==> config.mk <==
export PLATFORM = sky130hd
export DESIGN_NAME = hb_ca_serializer
export DESIGN_NICKNAME = d
export VERILOG_FILES = /design/src/rtl/hb_ca_serializer.sv
export SDC_FILE = /design/constraint.sdc
export NUM_CORES = 1
export LEC_CHECK = 0
export CAP_MARGIN = 40
export CELL_PAD_IN_SITES_DETAIL_PLACEMENT = 2
export CELL_PAD_IN_SITES_GLOBAL_PLACEMENT = 2
export CORE_UTILIZATION = 25
export DETAILED_ROUTE_END_ITERATION = 6
export GPL_TIMING_DRIVEN = 0
export PLACE_DENSITY_LB_ADDON = 0.08
export SLEW_MARGIN = 20
export SYNTH_ARGS = -nofsm -noshare
export SYNTH_HDL_FRONTEND = slang
export SYNTH_SLANG_ARGS = --single-unit
==> constraint.sdc <==
create_clock -name clk -period 4.1 [get_ports clk]
set_clock_uncertainty 0.15 [all_clocks]
set_input_delay 0.615 -clock clk [delete_from_list [all_inputs] [get_ports clk]]
set_output_delay 0.615 -clock clk [all_outputs]
set_load 0.005 [all_outputs]
==> src/rtl/hb_ca_serializer.sv <==
// hb_ca_serializer: shifts the 48-bit HyperBus command-address word onto DQ
// one byte per clock with CS# low, picks 1x/2x initial latency from RWDS,
// counts that latency, hands the bus to the data stage and then holds CS#
// high for a recovery gap before the next command.
//
// Handshake: a CA word transfers on a rising clk edge where ca_valid and
// ca_ready are both high; ca_ready is high only in IDLE, ca_valid seen in any
// other state is ignored and the word stays with the producer.
module hb_ca_serializer #(
  parameter int LATENCY = 6,
  parameter int RECOV   = 2
) (
  input  logic        clk,
  input  logic        rst,
  input  logic        ca_valid,
  output logic        ca_ready,
  input  logic [47:0] ca_word,
  input  logic        xfer_end,
  output logic        hb_cs_n,
  output logic        hb_ck_en,
  output logic [7:0]  hb_dq_out,
  output logic        hb_dq_oe,
  input  logic        hb_rwds_in,
  output logic        lat_done,
  output logic        is_read,
  output logic        busy,
  output logic [2:0]  dbg_state
);

  typedef enum logic [2:0] {
    S_IDLE  = 3'd0,
    S_CA    = 3'd1,
    S_LAT   = 3'd2,
    S_DATA  = 3'd3,
    S_RECOV = 3'd4
  } state_t;

  // Recovery counter holds RECOV-1 down to 0.
  localparam int RW = (RECOV > 2) ? $clog2(RECOV) : 1;

  state_t        r_state;
  state_t        w_state_nxt;
  logic [47:0]   r_ca;
  logic [2:0]    r_idx;
  logic [4:0]    r_lat_cnt;
  logic [RW-1:0] r_rec_cnt;

  logic          w_zero_lat;
  logic [4:0]    w_lat_load;
  logic [2:0]    w_idx_nxt;
  logic [47:0]   w_src;
  logic [7:0]    w_byte;
  logic          w_cs_n_nxt;
  logic          w_ck_en_nxt;
  logic          w_dq_oe_nxt;
  logic [7:0]    w_dq_out_nxt;
  logic          w_lat_done_nxt;

  // A register-space write has no initial latency at all.
  assign w_zero_lat = ~r_ca[47] & r_ca[46];
  // RWDS high during CA means the device wants double latency.
  assign w_lat_load = hb_rwds_in ? 5'(4 * LATENCY) : 5'(2 * LATENCY);

  assign ca_ready  = (r_state == S_IDLE);
  assign busy      = (r_state != S_IDLE);
  assign dbg_state = r_state;

  // Next-state decode.
  always_comb begin
    w_state_nxt = r_state;
    case (r_state)
      S_IDLE:  if (ca_valid) w_state_nxt = S_CA;
      S_CA:    if (r_idx == 3'd5) w_state_nxt = w_zero_lat ? S_DATA : S_LAT;
      S_LAT:   if (r_lat_cnt == 5'd1) w_state_nxt = S_DATA;
      S_DATA:  if (xfer_end) w_state_nxt = S_RECOV;
      S_RECOV: if (r_rec_cnt == '0) w_state_nxt = S_IDLE;
      default: w_state_nxt = S_IDLE;
    endcase
  end

  // Pick the CA byte that will be on DQ next cycle; on accept it comes
  // straight from the input word, afterwards from the captured copy.
  always_comb begin
    w_idx_nxt = (r_state == S_IDLE) ? 3'd0 : (r_idx + 3'd1);
    w_src     = (r_state == S_IDLE) ? ca_word : r_ca;
    case (w_idx_nxt)
      3'd0:    w_byte = w_src[47:40];
      3'd1:    w_byte = w_src[39:32];
      3'd2:    w_byte = w_src[31:24];
      3'd3:    w_byte = w_src[23:16];
      3'd4:    w_byte = w_src[15:8];
      3'd5:    w_byte = w_src[7:0];
      default: w_byte = 8'h00;
    endcase
  end

  // Bus pin values for the state being entered, so the pins are registered.
  always_comb begin
    w_cs_n_nxt     = 1'b1;
    w_ck_en_nxt    = 1'b0;
    w_dq_oe_nxt    = 1'b0;
    w_dq_out_nxt   = 8'h00;
    w_lat_done_nxt = 1'b0;
    case (w_state_nxt)
      S_CA: begin
        w_cs_n_nxt   = 1'b0;
        w_ck_en_nxt  = 1'b1;
        w_dq_oe_nxt  = 1'b1;
        w_dq_out_nxt = w_byte;
      end
      S_LAT: begin
        w_cs_n_nxt  = 1'b0;
        w_ck_en_nxt = 1'b1;
      end
      S_DATA: begin
        w_cs_n_nxt     = 1'b0;
        w_ck_en_nxt    = 1'b1;
        w_lat_done_nxt = (r_state != S_DATA);
      end
      default: ;
    endcase
  end

  // State, datapath counters and registered outputs.
  always_ff @(posedge clk) begin
    if (rst) begin
      r_state   <= S_IDLE;
      r_ca      <= '0;
      r_idx     <= 3'd0;
      r_lat_cnt <= 5'd0;
      r_rec_cnt <= '0;
      hb_cs_n   <= 1'b1;
      hb_ck_en  <= 1'b0;
      hb_dq_oe  <= 1'b0;
      hb_dq_out <= 8'h00;
      lat_done  <= 1'b0;
      is_read   <= 1'b0;
    end else begin
      r_state   <= w_state_nxt;
      hb_cs_n   <= w_cs_n_nxt;
      hb_ck_en  <= w_ck_en_nxt;
      hb_dq_oe  <= w_dq_oe_nxt;
      hb_dq_out <= w_dq_out_nxt;
      lat_done  <= w_lat_done_nxt;
      case (r_state)
        S_IDLE: begin
          if (ca_valid) begin
            r_ca    <= ca_word;
            is_read <= ca_word[47];
            r_idx   <= 3'd0;
          end
        end
        S_CA: begin
          if (r_idx == 3'd5) begin
            r_lat_cnt <= w_lat_load;
          end else begin
            r_idx <= r_idx + 3'd1;
          end
        end
        S_LAT: begin
          r_lat_cnt <= r_lat_cnt - 5'd1;
        end
        S_DATA: begin
          if (xfer_end) r_rec_cnt <= RW'(RECOV - 1);
        end
        S_RECOV: begin
          if (r_rec_cnt != '0) begin
            r_rec_cnt <= r_rec_cnt - 1'b1;
          end else begin
            is_read <= 1'b0;
          end
        end
        default: ;
      endcase
    end
  end

endmodule

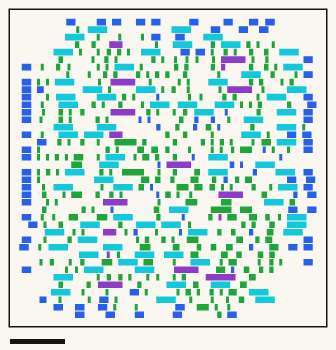
Fig. 1. Cells colored by class.
Scale bar: 20 um.
blue -> remaining buffers and delay cells  # cells 98
green -> combinational and other logic  # cells 302
cyan -> sequential cells  # cells 73
purple -> clock drivers and dummy loads  # cells 16

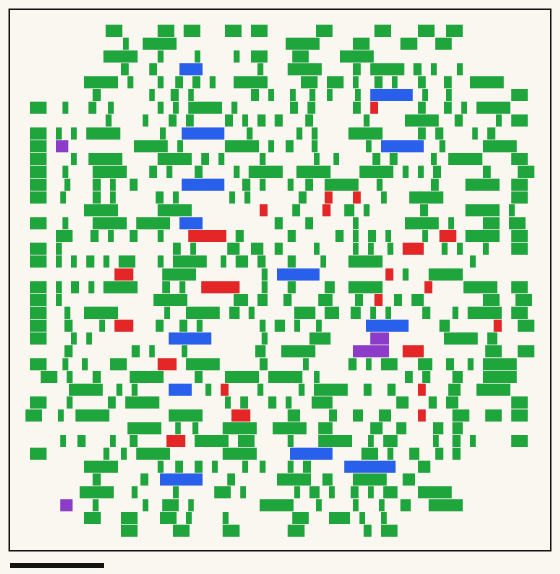
Fig. 2. Drive-strength map.
Scale bar: 20 um.
blue -> _6 and larger  # cells 13, most used clkbuf_16
purple -> _3 and _4 cells  # cells 4, most used buf_4
green -> _0 and _1 cells  # cells 450, most used nand2_1
red -> _2 cells  # cells 22, most used buf_2
Buffers excl. clock: 98
PnR worst setup slack: 1160 ps
Area Growth Syn to Fin: 38.2%
final instance area: 4380 um2

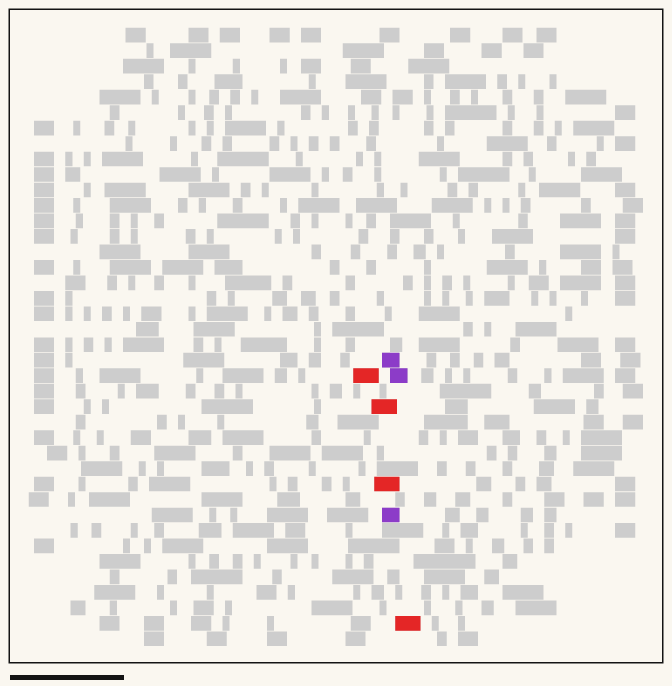
Fig. 3. Gate families picked out.
Scale bar: 20 um.
red -> fa/ha/maj cells  # cells 4, most used ha_1
purple -> xor and xnor cells  # cells 3, most used xnor2_1
Commonest Layout Cell: nand2_1
fin cells: 657

==> flow_metrics.tcl <==
# collected from the flow reports
set metrics [dict create \
    status "finished clean" \
    fin_crit_ps 2940 \
    synthArstFlopShare 0 \
    cp.arrival_ps 2180 \
    layout-drive-gt1-share 0.0798 \
    grt_first_pass_wirelength_mm 17.7 \
    antenna-diode-count 0 \
    hold_viol_final 0 \
    cts_setup_buffers 0 \
    yosysChipArea_um2 3170 \
    swShare 0.244 \
    io_buffer_count 69 \
    crit_family "buffers and inverters" \
    synth_flops 73 \
    yosysCellCount 404 \
    top_level_ports 71 \
    timing.critical_path.fanout_max 10 \
    worstMarginPinSlew_ps 733 \
    final_max_slew_viol_count 0 \
    synth_area_um2 3170 \
    drt_first_pass_iters 4 \
    p_clk_frac 0.450 \
    first_iter_violations 149 \
    max_cap_viol_count 0 \
    cts_tree "done" \
    ys_seq_frac 0.461 \
    ctsResizeCount 0 \
    critPathMostFrequentCell "buf_2" \
    dp_slack_ps 1020 \
    max_stage_delay_ps 540 \
    initCoreUtil 0.261 \
    holdPathStages 2 \
    grt_use_total 0.183 \
    cp.required_ps 3340 \
    routed_wl_mm 11.2 \
    cp_slowest_cell "clkdlybuf4s50_1" \
    lay_top_cells "126 x nand2_1, 86 x a21oi_1, 73 x dfxtp_1" \
    h-tree-depth 3 \
    r2r_start "r_idx[0]$_SDFFE_PP0P_" \
    place_congestion 0.728 \
]
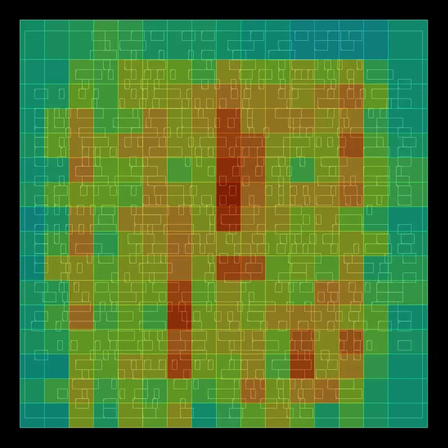
Fig. 4. Routing congestion.
met1 Usage GRT: 0.253
met2 Use GR: 0.286
Routed WL per cell: 17.0 um
gr busiest metal: met2
fin util: 0.360

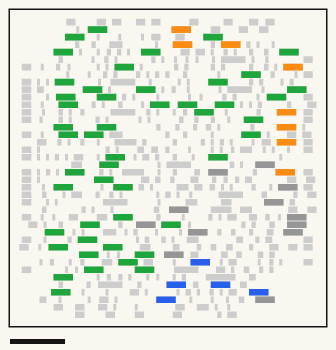
Fig. 5. Register map, names as in the netlist.
Scale bar: 20 um. Other sequential cells in the stronger gray, the rest of the logic in the fainter gray.
orange -> hb_dq_out  # flops 8
blue -> r_lat_cnt  # flops 5, where bottom middle
green -> r_ca  # flops 48
not colored = 12
Seq/total area: 0.334
register area: 1460 um2
Seq. pwr: 770 uW

[cell families (layout without fill, tap and decap cells)]
kind of cell / after synthesis / after routing / synth area share
buffers and inverters: 35 / 120 / 0.0482
adders and majority gates: 4 / 4 / 0.0158
DFF: 73 / 73 / 0.461
xor gates and xnor gates: 3 / 3 / 0.00829
and+or+nand+nor: 174 / 174 / 0.240
muxes: 11 / 11 / 0.0446
AOI/OAI and AO/OA: 104 / 104 / 0.182
[synth_stat cells (all sizes together), types with 3 or more instances]
master,count,area [um2]
and2,3,18.8
a31oi,3,33.8
inv,6,22.5
mux2,5,56.3
nand2,126,473
ha,4,50.1
buf,14,73.8
nand3,3,15.0
mux2i,4,40.0
o21ai,5,25.0
nand3b,3,22.5
nor3,5,30.0
a21oi,86,430
or3,5,31.3
dfxtp,73,1460
or3b,3,28.8
nor2,13,48.8
clkbuf,15,56.3
[layer usage]
metal,up-vias,global-route usage,share of wire
li1,1530,-,-
met1,1444,0.253,0.51
met2,57,0.286,0.44
met3,8,0.0386,0.035
met4,0,0.0494,0.010
met5,-,0,0
[worst max path at each step]
stage	from	end	cells after the start
after floorplan	ca_valid	hb_dq_out[4]$_SDFF_PP0_	6
after global placement	ca_valid	hb_dq_out[7]$_SDFF_PP0_	7
after detailed placement	ca_valid	hb_dq_out[7]$_SDFF_PP0_	7
after CTS	dbg_state[2]$_SDFF_PP0_	ca_ready	5
after global routing	dbg_state[2]$_SDFF_PP0_	ca_ready	5
final	dbg_state[2]$_SDFF_PP0_	ca_ready	5
[power groups by stage]
| stage | Sequential [uW] | Clock [uW] | Combinational [uW] |
|---|---|---|---|
| after floorplan | 779 | 0 | 116 |
| after global placement | 784 | 0 | 234 |
| after detailed placement | 785 | 0 | 238 |
| after CTS | 770 | 836 | 240 |
| after global routing | 774 | 869 | 260 |
| final | 770 | 822 | 235 |
[layout make-up]
class | count | area, um2 | area share
Clock buffer | 14 | 274 | 0.0626
Sequential cell | 73 | 1460 | 0.334
Multi-Input combinational cell | 296 | 1560 | 0.355
Buffer | 29 | 130 | 0.0297
Clock inverter | 2 | 35.0 | 0.00800
Timing Repair Buffer | 69 | 691 | 0.158
Tap cell | 168 | 210 | 0.0480
Inverter | 6 | 22.5 | 0.00514
[worst register-to-register path, delay by kind of cell, from the launching register on]
family          cells  cell delay (ps)
compound gates      3              530
xor+xnor            1              550
fa+ha+maj           1              240
buf+inv             1              500
flops               1              340
simple gates        1              180
[state kept, by name, indices dropped and copies added, names as in the netlist]
name,cells
r_ca,48
hb_dq_out,8
r_lat_cnt,5
dbg_state,3
r_idx,3
hb_ck_en,1
hb_cs_n,1
hb_dq_oe,1
is_read,1
lat_done,1
r_rec_cnt,1
[through the flow]
stage	instance area [um2]	hold WS, ps	instances
final	4380	312	657
after global routing	4380	324	657
after CTS	4380	310	657
after detailed placement	4070	301	641
after global placement	4070	292	641
after floorplan	3170	283	404
Power is estimated from default activity; no workload was simulated.
